### src/rtl/alu_instr_sequencer.sv
// ============================================================================
// Module   : alu_instr_sequencer
// Purpose  : FIFO-buffered issue/writeback sequencer for a 4x32 regfile + ALU.
// Revision : 1.0 - initial release
// ============================================================================
`default_nettype none

module alu_instr_sequencer #(
    parameter int FIFO_DEPTH = 4,
    parameter int CNT_W      = 16
) (
    input  logic             clk,
    input  logic             rst,
    input  logic             instr_valid,
    input  logic [8:0]       instr_in,
    output logic             instr_ready,
    output logic [1:0]       addr1,
    output logic [1:0]       addr2,
    output logic [1:0]       addr3,
    input  logic [31:0]      data1,
    input  logic [31:0]      data2,
    output logic [31:0]      data3,
    output logic             wr,
    output logic [31:0]      a,
    output logic [31:0]      b,
    output logic [2:0]       alucontrol,
    input  logic [31:0]      result,
    output logic             busy,
    output logic             done,
    output logic             halted,
    output logic [CNT_W-1:0] retired
);

    localparam int PTR_W  = (FIFO_DEPTH > 1) ? $clog2(FIFO_DEPTH) : 1;
    localparam int FCNT_W = $clog2(FIFO_DEPTH + 1);
    localparam logic [2:0] OP_HALT = 3'b111;

    typedef enum logic [1:0] {
        IDLE = 2'd0,
        READ = 2'd1,
        EXEC = 2'd2,
        WB   = 2'd3
    } state_t;

    state_t            state;
    state_t            state_nxt;
    logic [8:0]        mem [FIFO_DEPTH];
    logic [PTR_W-1:0]  wptr;
    logic [PTR_W-1:0]  rptr;
    logic [FCNT_W-1:0] count;
    logic [8:0]        ir;
    logic              push;
    logic              pop;
    logic              fifo_empty;
    logic              ir_halt;

    assign fifo_empty  = (count == '0);
    assign instr_ready = (count != FCNT_W'(FIFO_DEPTH));
    assign push        = instr_valid && instr_ready;
    assign ir_halt     = (ir[8:6] == OP_HALT);

    // Read/ALU controls decode straight from IR so they are glitch-free registers.
    assign addr1      = ir[3:2];
    assign addr2      = ir[1:0];
    assign alucontrol = ir[8:6];
    assign wr         = (state == WB) && !ir_halt;
    assign done       = (state == WB);
    assign busy       = (state != IDLE) || !fifo_empty;

    always_comb begin
        state_nxt = state;
        pop       = 1'b0;
        case (state)
            IDLE: begin
                if (!fifo_empty && !halted) begin
                    pop       = 1'b1;
                    state_nxt = READ;
                end
            end
            READ: state_nxt = ir_halt ? WB : EXEC;
            EXEC: state_nxt = WB;
            WB: begin
                // A retiring HALT must not let the next entry issue.
                if (!fifo_empty && !ir_halt && !halted) begin
                    pop       = 1'b1;
                    state_nxt = READ;
                end else begin
                    state_nxt = IDLE;
                end
            end
            default: state_nxt = IDLE;
        endcase
    end

    always_ff @(posedge clk) begin
        if (push) begin
            mem[wptr] <= instr_in;
        end
    end

    always_ff @(posedge clk) begin
        if (rst) begin
            state   <= IDLE;
            wptr    <= '0;
            rptr    <= '0;
            count   <= '0;
            ir      <= '0;
            a       <= '0;
            b       <= '0;
            data3   <= '0;
            addr3   <= '0;
            halted  <= 1'b0;
            retired <= '0;
        end else begin
            state <= state_nxt;
            if (push) begin
                wptr <= wptr + PTR_W'(1);
            end
            if (pop) begin
                rptr <= rptr + PTR_W'(1);
                ir   <= mem[rptr];
            end
            case ({push, pop})
                2'b10:   count <= count + FCNT_W'(1);
                2'b01:   count <= count - FCNT_W'(1);
                default: count <= count;
            endcase
            if (state == READ) begin
                a <= data1;
                b <= data2;
            end
            if (state == EXEC) begin
                data3 <= result;
                addr3 <= ir[5:4];
            end
            if (state == WB) begin
                retired <= retired + CNT_W'(1);
                if (ir_halt) begin
                    halted <= 1'b1;
                end
            end
        end
    end

endmodule

`default_nettype wire
### config.mk
export PLATFORM = sky130hd
export DESIGN_NAME = alu_instr_sequencer
export DESIGN_NICKNAME = d
export VERILOG_FILES = /design/src/rtl/alu_instr_sequencer.sv
export SDC_FILE = /design/constraint.sdc
export NUM_CORES = 1
export LEC_CHECK = 0
export CAP_MARGIN = 20
export CORE_UTILIZATION = 38
export DETAILED_ROUTE_END_ITERATION = 8
export PLACE_DENSITY_LB_ADDON = 0.05
export SYNTH_ARGS = -nofsm -noshare
export SYNTH_HDL_FRONTEND = slang
export SYNTH_SLANG_ARGS = --single-unit
### constraint.sdc
create_clock -name clk -period 3.05 [get_ports clk]
set_input_delay 0.305 -clock clk [delete_from_list [all_inputs] [get_ports clk]]
set_output_delay 0.305 -clock clk [all_outputs]
set_load 0.01 [all_outputs]
==> PnR_summary.wiki, run 1 <==
== Metrics ==
{| class="wikitable"
! Metric !! Value
|-
| Average instance area after synthesis || 11.4 µm²
|-
| Peak supply drop || 0.424 mV
|-
| Synth Register Bits || 169
|-
| Die footprint || 17500 µm²
|-
| P_leak || 3.44 nW
|-
| Chip area in the Yosys report || 6440 µm²
|-
| Share of layout cells above drive strength 1 || 7.11%
|-
| Clock latency on the worst-skew pair || 0.43 ns
|-
| # clock sinks || 169
|-
| Routed wl met3 || 817 µm
|-
| Crit path required time || 3.41 ns
|-
| Most frequent logic cell in the layout || sky130_fd_sc_hd__clkdlybuf4s50_1
|-
| Register Area || 3740 µm²
|-
| Final Slew Violations || 0
|-
| Largest non-sequential cell family by area || multiplexers
|-
| Start point of the critical path || state[0]$_SDFFE_PP0P_
|-
| Clock buffer and inverter area fraction after layout || 6.18%
|-
| Non-clock buffering overhead || 25.3%
|-
| First DRT Iteration DRCs || 165
|-
| Startpoint of the worst hold path || rst
|-
| Worst-margin pin slew || 0.742 ns
|-
| Clock tree buffer count of the final layout || 17
|-
| PostCTS Resize Cnt || 0
|-
| Met2 WL post-DR || 7.93 mm
|-
| Cts bufs inserted || 17
|-
| Period Utilization, post-route || 92.2%
|-
| Post-route cell area || 9540 µm²
|-
| Power per standard cell area || 795 nW/µm²
|-
| Warnings, synthesis || 0
|-
| Final WL || 15.9 mm
|-
| Sequential fraction of the synthesis area || 58.1%
|-
| Footprint of the multi-input gates || 2480 µm²
|-
| Sort of element at the start of the critical path || flip-flop
|-
| Switching pwr || 2.35 mW
|-
| Maximum count of clock buffers along a single path || 2
|-
| Non-clock inverter instance count of the final layout || 10
|-
| Reg-to-Reg End || count[2]$_SDFFE_PP0P_
|-
| Uppermost routed layer || met4
|-
| # IOs || 234
|-
| Part of the power in the clock network || 28.2%
|-
| Non-filler cells, final || 1022
|-
| Overall power || 7.59 mW
|-
| Peak per-stage delay on the critical path || 0.43 ns
|-
| Combinational power share || 33.6%
|-
| Clock tree root buffer cell || sky130_fd_sc_hd__clkbuf_16
|-
| OpenROAD warning count || 33
|-
| Status || completed
|-
| Fraction of standard cell area in multi-input logic || 26.0%
|-
| Hold Slack || 0.389 ns
|-
| Most frequent cells in the layout || 232 x sky130_fd_sc_hd__clkdlybuf4s50_1, 133 x sky130_fd_sc_hd__dfxtp_1, 124 x sky130_fd_sc_hd__nor2_1
|-
| R2r startpoint || state[0]$_SDFFE_PP0P_
|-
| Cell count along the critical path || 10
|-
| Total of fill cells in the finished design || 1384
|-
| Maximum number of pins on one net before global-route repair || 61
|-
| Final-layout setup total negative slack || 0 ns
|-
| Most area-hungry cell class in the final design || flip-flops and latches
|-
| Distinct cell type count after synthesis || 36
|-
| Final Hold Fails || 0
|-
| Clock skew after layout || 0.0135 ns
|-
| Syn-to-layout area delta || 48.1%
|-
| Simple Share, Synth || 11.8%
|-
| Setup Crit Path Kind || reg2reg
|-
| Worst slack after detailed placement || 0.272 ns
|-
| CTS tree || done
|-
| Setup repair after global routing missed its margin || no
|-
| Slowest cell on the critical path || sky130_fd_sc_hd__dfxtp_1
|}
## run 1: Yosys cell counts (all sizes together)
master  count  area share (%)
a211oi      1            0.12
a21o        1            0.12
a21oi      17             1.3
a311oi      2            0.27
a31o        1            0.14
and2        2            0.19
and3        6            0.66
and4        1            0.14
buf        22             2.0
clkbuf     17            0.99
dfxtp     133              41
edfxtp     36              17
fa          1            0.31
ha         11             2.1
inv        10            0.58
mux2        1            0.17
mux2i     100              16
mux4        9             3.1
nand2      10            0.58
nand3      15             1.2
nand4       4            0.39
nor2      124             7.2
nor2b       1           0.097
nor3        5            0.54
nor4        2            0.19
o21ai      13             1.0
o31ai       1            0.12
or3         4            0.39
or3b        1            0.14
or4         1            0.12
xnor2       8             1.1
xor2        7            0.95
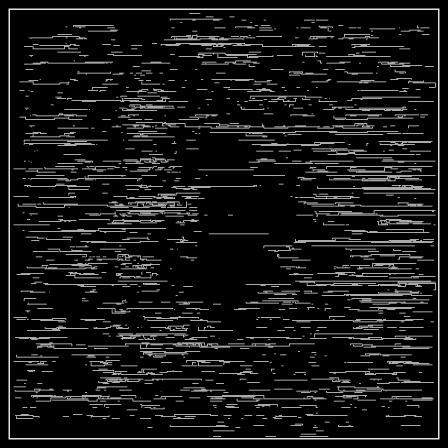
*M1 wires, run 1*
wire length on this layer	7030 µm
nets with wire on the layer	815
main direction	horizontal
longest straight run	41.9 µm
share of all routed wire	44%

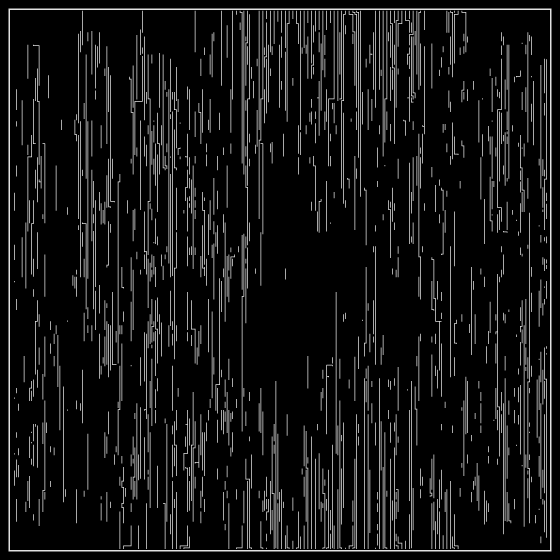
*M2 wires, run 1*
wire length on this layer	7930 µm
share of all routed wire	50%

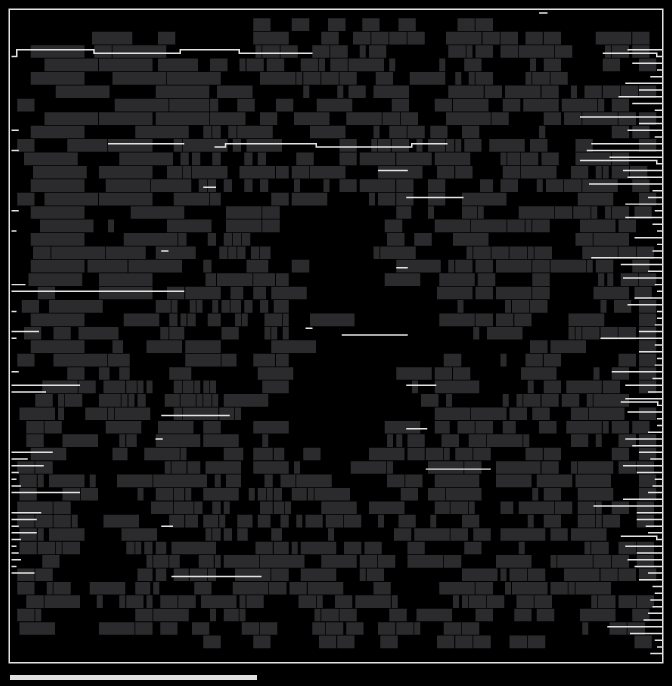
*Met3 routing, run 1*
The bar under the picture is 50 µm long.
nets with wire on the layer	124
longest straight run	34.7 µm
main direction	horizontal
share of all routed wire	5.1%

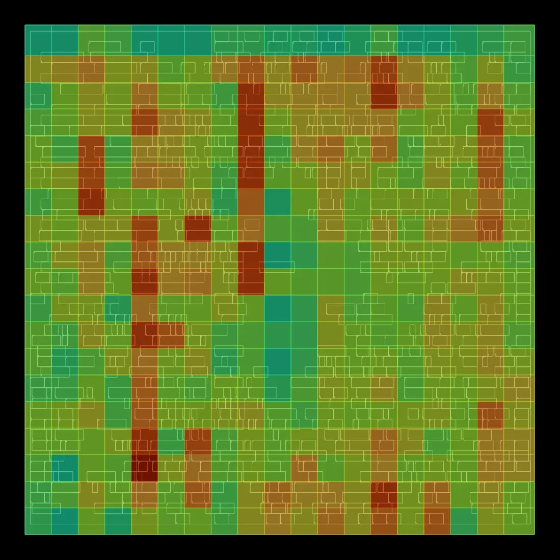
*Routing congestion, run 1*
Routed WL per cell: 15.6 µm
met1 usage: 22.5%
met3 layer usage reported by global route: 5.11%
Global Route met2 Usage: 32.4%
final core utilization: 57.5%

==> run 2, diff against run 1 <==
--- a/config.mk
+++ b/config.mk
@@ -6,8 +6,11 @@
 export NUM_CORES = 1
 export LEC_CHECK = 0
 export CAP_MARGIN = 20
-export CORE_UTILIZATION = 38
+export CELL_PAD_IN_SITES_DETAIL_PLACEMENT = 1
+export CELL_PAD_IN_SITES_GLOBAL_PLACEMENT = 1
+export CORE_UTILIZATION = 34
 export DETAILED_ROUTE_END_ITERATION = 8
+export MAX_ROUTING_LAYER = met4
 export PLACE_DENSITY_LB_ADDON = 0.05
 export SYNTH_ARGS = -nofsm -noshare
 export SYNTH_HDL_FRONTEND = slang
==> constraint.sdc (replaced) <==
create_clock -name clk -period 3.1 [get_ports clk]
set_input_delay 0.31 -clock clk [delete_from_list [all_inputs] [get_ports clk]]
set_output_delay 0.31 -clock clk [all_outputs]
set_load 0.01 [all_outputs]
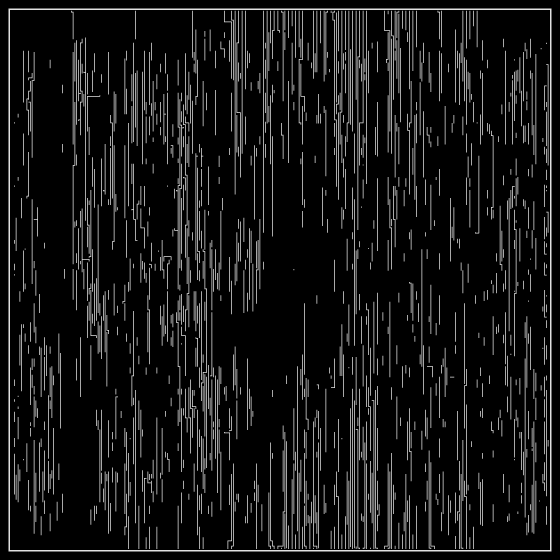
*M2 wires, run 2*
longest straight run	57.3 µm
share of all routed wire	50%

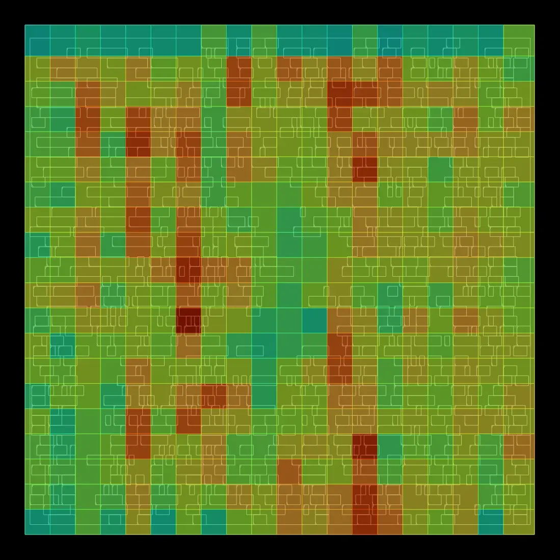
*Routing congestion, run 2*
Global Route met2 Usage: 32.4%
met3 layer usage reported by global route: 4.51%
met1 usage: 22.9%
Routed WL per cell: 17.3 µm
final core utilization: 52.4%

==> run 2 against run 1 <==
First-iteration DRC count grew 9.1%. Sequential cell count is the same. Power is essentially flat. Global-route usage grew 0.55 points. Critical endpoint unchanged.
==> PnR_summary.wiki, run 2 <==
== Metrics ==
{| class="wikitable"
! Metric !! Value
|-
| Status || completed
|-
| Power per standard cell area || 793 nW/µm²
|-
| Die footprint || 19500 µm²
|-
| Final-layout setup total negative slack || 0 ns
|-
| Post-route cell area || 9570 µm²
|-
| Cell count along the critical path || 10
|-
| Warnings, synthesis || 0
|-
| Clock buffer and inverter area fraction after layout || 6.51%
|-
| P_leak || 3.45 nW
|-
| Sort of element at the start of the critical path || flip-flop
|-
| CTS tree || done
|-
| R2r startpoint || state[0]$_SDFFE_PP0P_
|-
| Start point of the critical path || state[0]$_SDFFE_PP0P_
|-
| Synth Register Bits || 169
|-
| Register Area || 3740 µm²
|-
| Share of layout cells above drive strength 1 || 6.88%
|-
| Non-clock inverter instance count of the final layout || 10
|-
| Non-clock buffering overhead || 25.1%
|-
| Main area contributors || sky130_fd_sc_hd__dfxtp_1 41%, sky130_fd_sc_hd__edfxtp_1 17%, sky130_fd_sc_hd__mux2i_1 16%, sky130_fd_sc_hd__nor2_1 7.2%, sky130_fd_sc_hd__mux4_2 3.1%
|-
| Asr flop ratio synth || 0%
|-
| Hold Slack || 0.435 ns
|-
| Uppermost routed layer || met4
|-
| Fraction of standard cell area in multi-input logic || 25.9%
|-
| Met2 WL post-DR || 8.85 mm
|-
| Worst-margin pin slew || 0.838 ns
|-
| Share of the synthesized area in the top cell type || 41.4%
|-
| Part of the power in the clock network || 29.0%
|-
| Final Slew Violations || 0
|-
| Syn-to-layout area delta || 48.7%
|-
| Most frequent logic cell in the layout || sky130_fd_sc_hd__clkdlybuf4s50_1
|-
| Ranking of synthesized cells by instance count || 133 x sky130_fd_sc_hd__dfxtp_1, 124 x sky130_fd_sc_hd__nor2_1, 100 x sky130_fd_sc_hd__mux2i_1
|-
| Startpoint of the worst hold path || rst
|-
| Maximum count of clock buffers along a single path || 2
|-
| Overall power || 7.59 mW
|-
| Final Hold Fails || 0
|-
| Setup Crit Path Kind || reg2reg
|-
| Period Utilization, post-route || 91.0%
|-
| Maximum number of pins on one net before global-route repair || 80
|-
| Combinational power share || 33.4%
|-
| Switching pwr || 2.47 mW
|-
| PostCTS Resize Cnt || 0
|-
| Number of synthesized flops with an enable pin || 36
|-
| Routed wl met3 || 887 µm
|-
| Cts bufs inserted || 17
|-
| Clock skew after layout || 0.0126 ns
|-
| First DRT Iteration DRCs || 180
|-
| Reg-to-Reg End || count[2]$_SDFFE_PP0P_
|-
| # IOs || 234
|-
| Most frequent cells in the layout || 232 x sky130_fd_sc_hd__clkdlybuf4s50_1, 133 x sky130_fd_sc_hd__dfxtp_1, 124 x sky130_fd_sc_hd__nor2_1
|-
| Footprint of the multi-input gates || 2480 µm²
|-
| Synth Flop Type || sky130_fd_sc_hd__dfxtp_1
|}
[run 2: netlist changes by cell type in the layout (fill, tap and decap cells not counted), moves of 2 or more]
| cell | change |
|---|---|
| sky130_fd_sc_hd__buf_4 | -4 |
| sky130_fd_sc_hd__inv_6 | -2 |
| sky130_fd_sc_hd__clkinvlp_4 | -3 |
| sky130_fd_sc_hd__inv_8 | +5 |
| sky130_fd_sc_hd__clkinv_8 | +4 |
[run 2: cells by family after synthesis]
group	count (synthesis)	synth area share, %
DFF	169	58.1
adders and majority gates	12	2.45
xor gates and xnor gates	15	2.04
and+or+nand+nor	176	11.8
muxes	110	18.9
buffers and inverters	49	3.58
AOI/OAI and AO/OA	36	3.09
==> run 3, diff against run 2 <==
--- a/config.mk
+++ b/config.mk
@@ -5,6 +5,7 @@
 export SDC_FILE = /design/constraint.sdc
 export NUM_CORES = 1
 export LEC_CHECK = 0
+export ABC_CLOCK_PERIOD_IN_PS = 3100
 export CAP_MARGIN = 20
 export CELL_PAD_IN_SITES_DETAIL_PLACEMENT = 1
 export CELL_PAD_IN_SITES_GLOBAL_PLACEMENT = 1
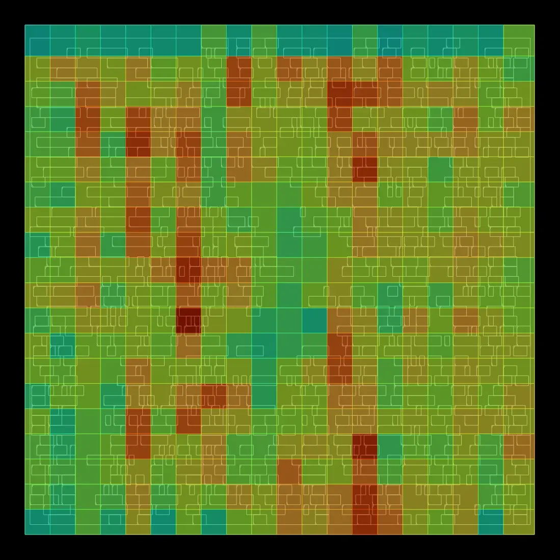
*Routing congestion, run 3*
layer carrying the most global-route usage: met2
all-layer global routing usage: 19.3%

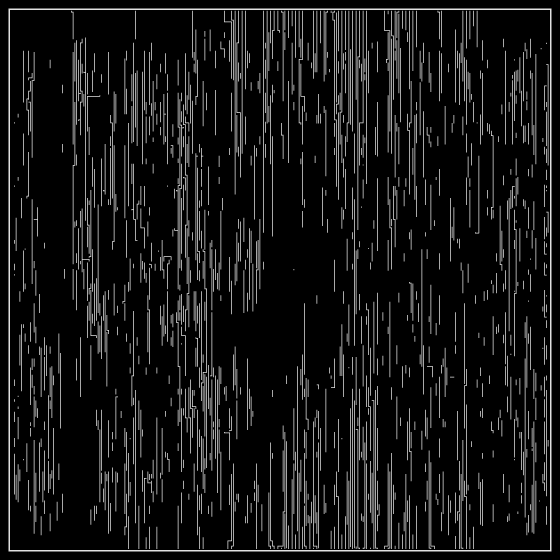
*M2 wires, run 3*
share of all routed wire	50%
main direction	vertical
longest straight run	57.3 µm

==> run 3 against run 2 <==
Design area unchanged. First-iteration DRC count is the same. Sequential share of layout area is the same. Highest routed layer unchanged. Register-to-register slack about the same.
==> PnR_summary.wiki, run 3 <==
== Metrics ==
{| class="wikitable"
! Metric !! Value
|-
| # IOs || 234
|-
| Cell type with the largest total area after synthesis || sky130_fd_sc_hd__dfxtp_1
|-
| Register-to-register setup slack || 0.28 ns
|-
| Clock tree root buffer cell || sky130_fd_sc_hd__clkbuf_16
|-
| Switching pwr || 2.47 mW
|-
| Met1 usage || 22.9%
|-
| Warnings, synthesis || 0
|-
| Final-layout setup total negative slack || 0 ns
|-
| Part of the power in the clock network || 29.0%
|-
| Non-clock buffering overhead || 25.1%
|-
| Largest non-sequential cell family by area || multiplexers
|-
| Share of the synthesized area in the top cell type || 41.4%
|-
| Number of synthesized flops with an enable pin || 36
|-
| Distinct cell type count after synthesis || 36
|-
| Adder-Cell Fraction of Synth Area || 2.45%
|-
| Most frequent cells in the layout || 232 x sky130_fd_sc_hd__clkdlybuf4s50_1, 133 x sky130_fd_sc_hd__dfxtp_1, 124 x sky130_fd_sc_hd__nor2_1
|-
| Slowest cell on the critical path || sky130_fd_sc_hd__dfxtp_1
|-
| Syn-to-layout area delta || 48.7%
|-
| Synth Flop Type || sky130_fd_sc_hd__dfxtp_1
|-
| Uppermost routed layer || met4
|-
| Share of synthesized cell area in and-or and or-and compound cells || 3.09%
|-
| # clock sinks || 169
|-
| Routed WL per cell || 17.3 µm
|-
| Maximum number of pins on one net before global-route repair || 80
|-
| P_leak || 3.45 nW
|-
| Fraction of standard cell area in multi-input logic || 25.9%
|-
| Sort of element at the start of the critical path || flip-flop
|-
| Combinational power share || 33.4%
|-
| Cts bufs inserted || 17
|-
| Status || completed
|-
| Die footprint || 19500 µm²
|-
| Non-clock inverter instance count of the final layout || 10
|-
| First-pass GRT wire length || 28.3 mm
|-
| Proportion of synthesized area in mux cells || 18.9%
|-
| Post-route cell area || 9570 µm²
|-
| Synth Register Bits || 169
|-
| Most frequent logic cell in the layout || sky130_fd_sc_hd__clkdlybuf4s50_1
|-
| Total of fill cells in the finished design || 1898
|-
| Global Route met2 Usage || 32.4%
|-
| Met2 WL post-DR || 8.85 mm
|-
| Worst slack after detailed placement || 0.293 ns
|-
| Final Hold Fails || 0
|-
| Overall power || 7.59 mW
|-
| Final Slew Violations || 0
|-
| Peak per-stage delay on the critical path || 0.42 ns
|-
| Most popular library cell in the synthesized design by count || sky130_fd_sc_hd__dfxtp_1
|-
| Worst-margin pin slew || 0.838 ns
|-
| Clock buffer and inverter area fraction after layout || 6.51%
|-
| Setup repair after global routing missed its margin || no
|-
| Top Family by Delay on Critical Path || adder cells
|-
| First DRT Iteration DRCs || 180
|-
| Chip area in the Yosys report || 6440 µm²
|-
| Crit path required time || 3.45 ns
|-
| Xor-xnor portion of the synthesized cell area || 2.04%
|-
| PostCTS Resize Cnt || 0
|-
| OpenROAD warning count || 33
|-
| Ranking of synthesized cells by instance count || 133 x sky130_fd_sc_hd__dfxtp_1, 124 x sky130_fd_sc_hd__nor2_1, 100 x sky130_fd_sc_hd__mux2i_1
|-
| Non-filler cells, final || 1029
|-
| Simple Share, Synth || 11.8%
|-
| Clock skew after layout || 0.0126 ns
|-
| Main area contributors || sky130_fd_sc_hd__dfxtp_1 41%, sky130_fd_sc_hd__edfxtp_1 17%, sky130_fd_sc_hd__mux2i_1 16%, sky130_fd_sc_hd__nor2_1 7.2%, sky130_fd_sc_hd__mux4_2 3.1%
|-
| Setup Crit Path Kind || reg2reg
|-
| Period Utilization, post-route || 91.0%
|-
| Final core utilization || 52.4%
|-
| Peak supply drop || 0.434 mV
|-
| Hold Slack || 0.435 ns
|-
| Power per standard cell area || 793 nW/µm²
|-
| Clock latency on the worst-skew pair || 0.43 ns
|-
| Sequential fraction of the synthesis area || 58.1%
|-
| Clock tree buffer count of the final layout || 17
|-
| # setup viols final || 0
|-
| Most area-hungry cell class in the final design || flip-flops and latches
|-
| Routed wl met3 || 887 µm
|-
| Share of cell area taken by flip-flops and latches || 39.1%
|-
| Share of layout cells above drive strength 1 || 6.88%
|-
| Register Area || 3740 µm²
|}
==> run 3: worst paths after layout <==
| check | start | endpoint | cells past startpoint |
|---|---|---|---|
| hold / removal | rst | a[3]$_SDFFE_PP0N_ | 2 |
| hold reg to reg | ir[5]$_SDFFE_PP0P_ | ir[5]$_SDFFE_PP0P_ | 2 |
| setup / recovery | state[0]$_SDFFE_PP0P_ | count[2]$_SDFFE_PP0P_ | 10 |
| setup reg to reg | state[0]$_SDFFE_PP0P_ | count[2]$_SDFFE_PP0P_ | 10 |
==> run 3: power groups by stage <==
stage               Combinational [mW]  Clock [mW]  Sequential, mW
floorplan                         1.42           0            2.95
finish                            2.53        2.20            2.85
global route                      2.75        2.35            2.91
detailed placement                2.56           0            2.91
global placement                  2.48           0            2.89
CTS                               2.57        2.26            2.87
Power and IR drop assume default switching activity.
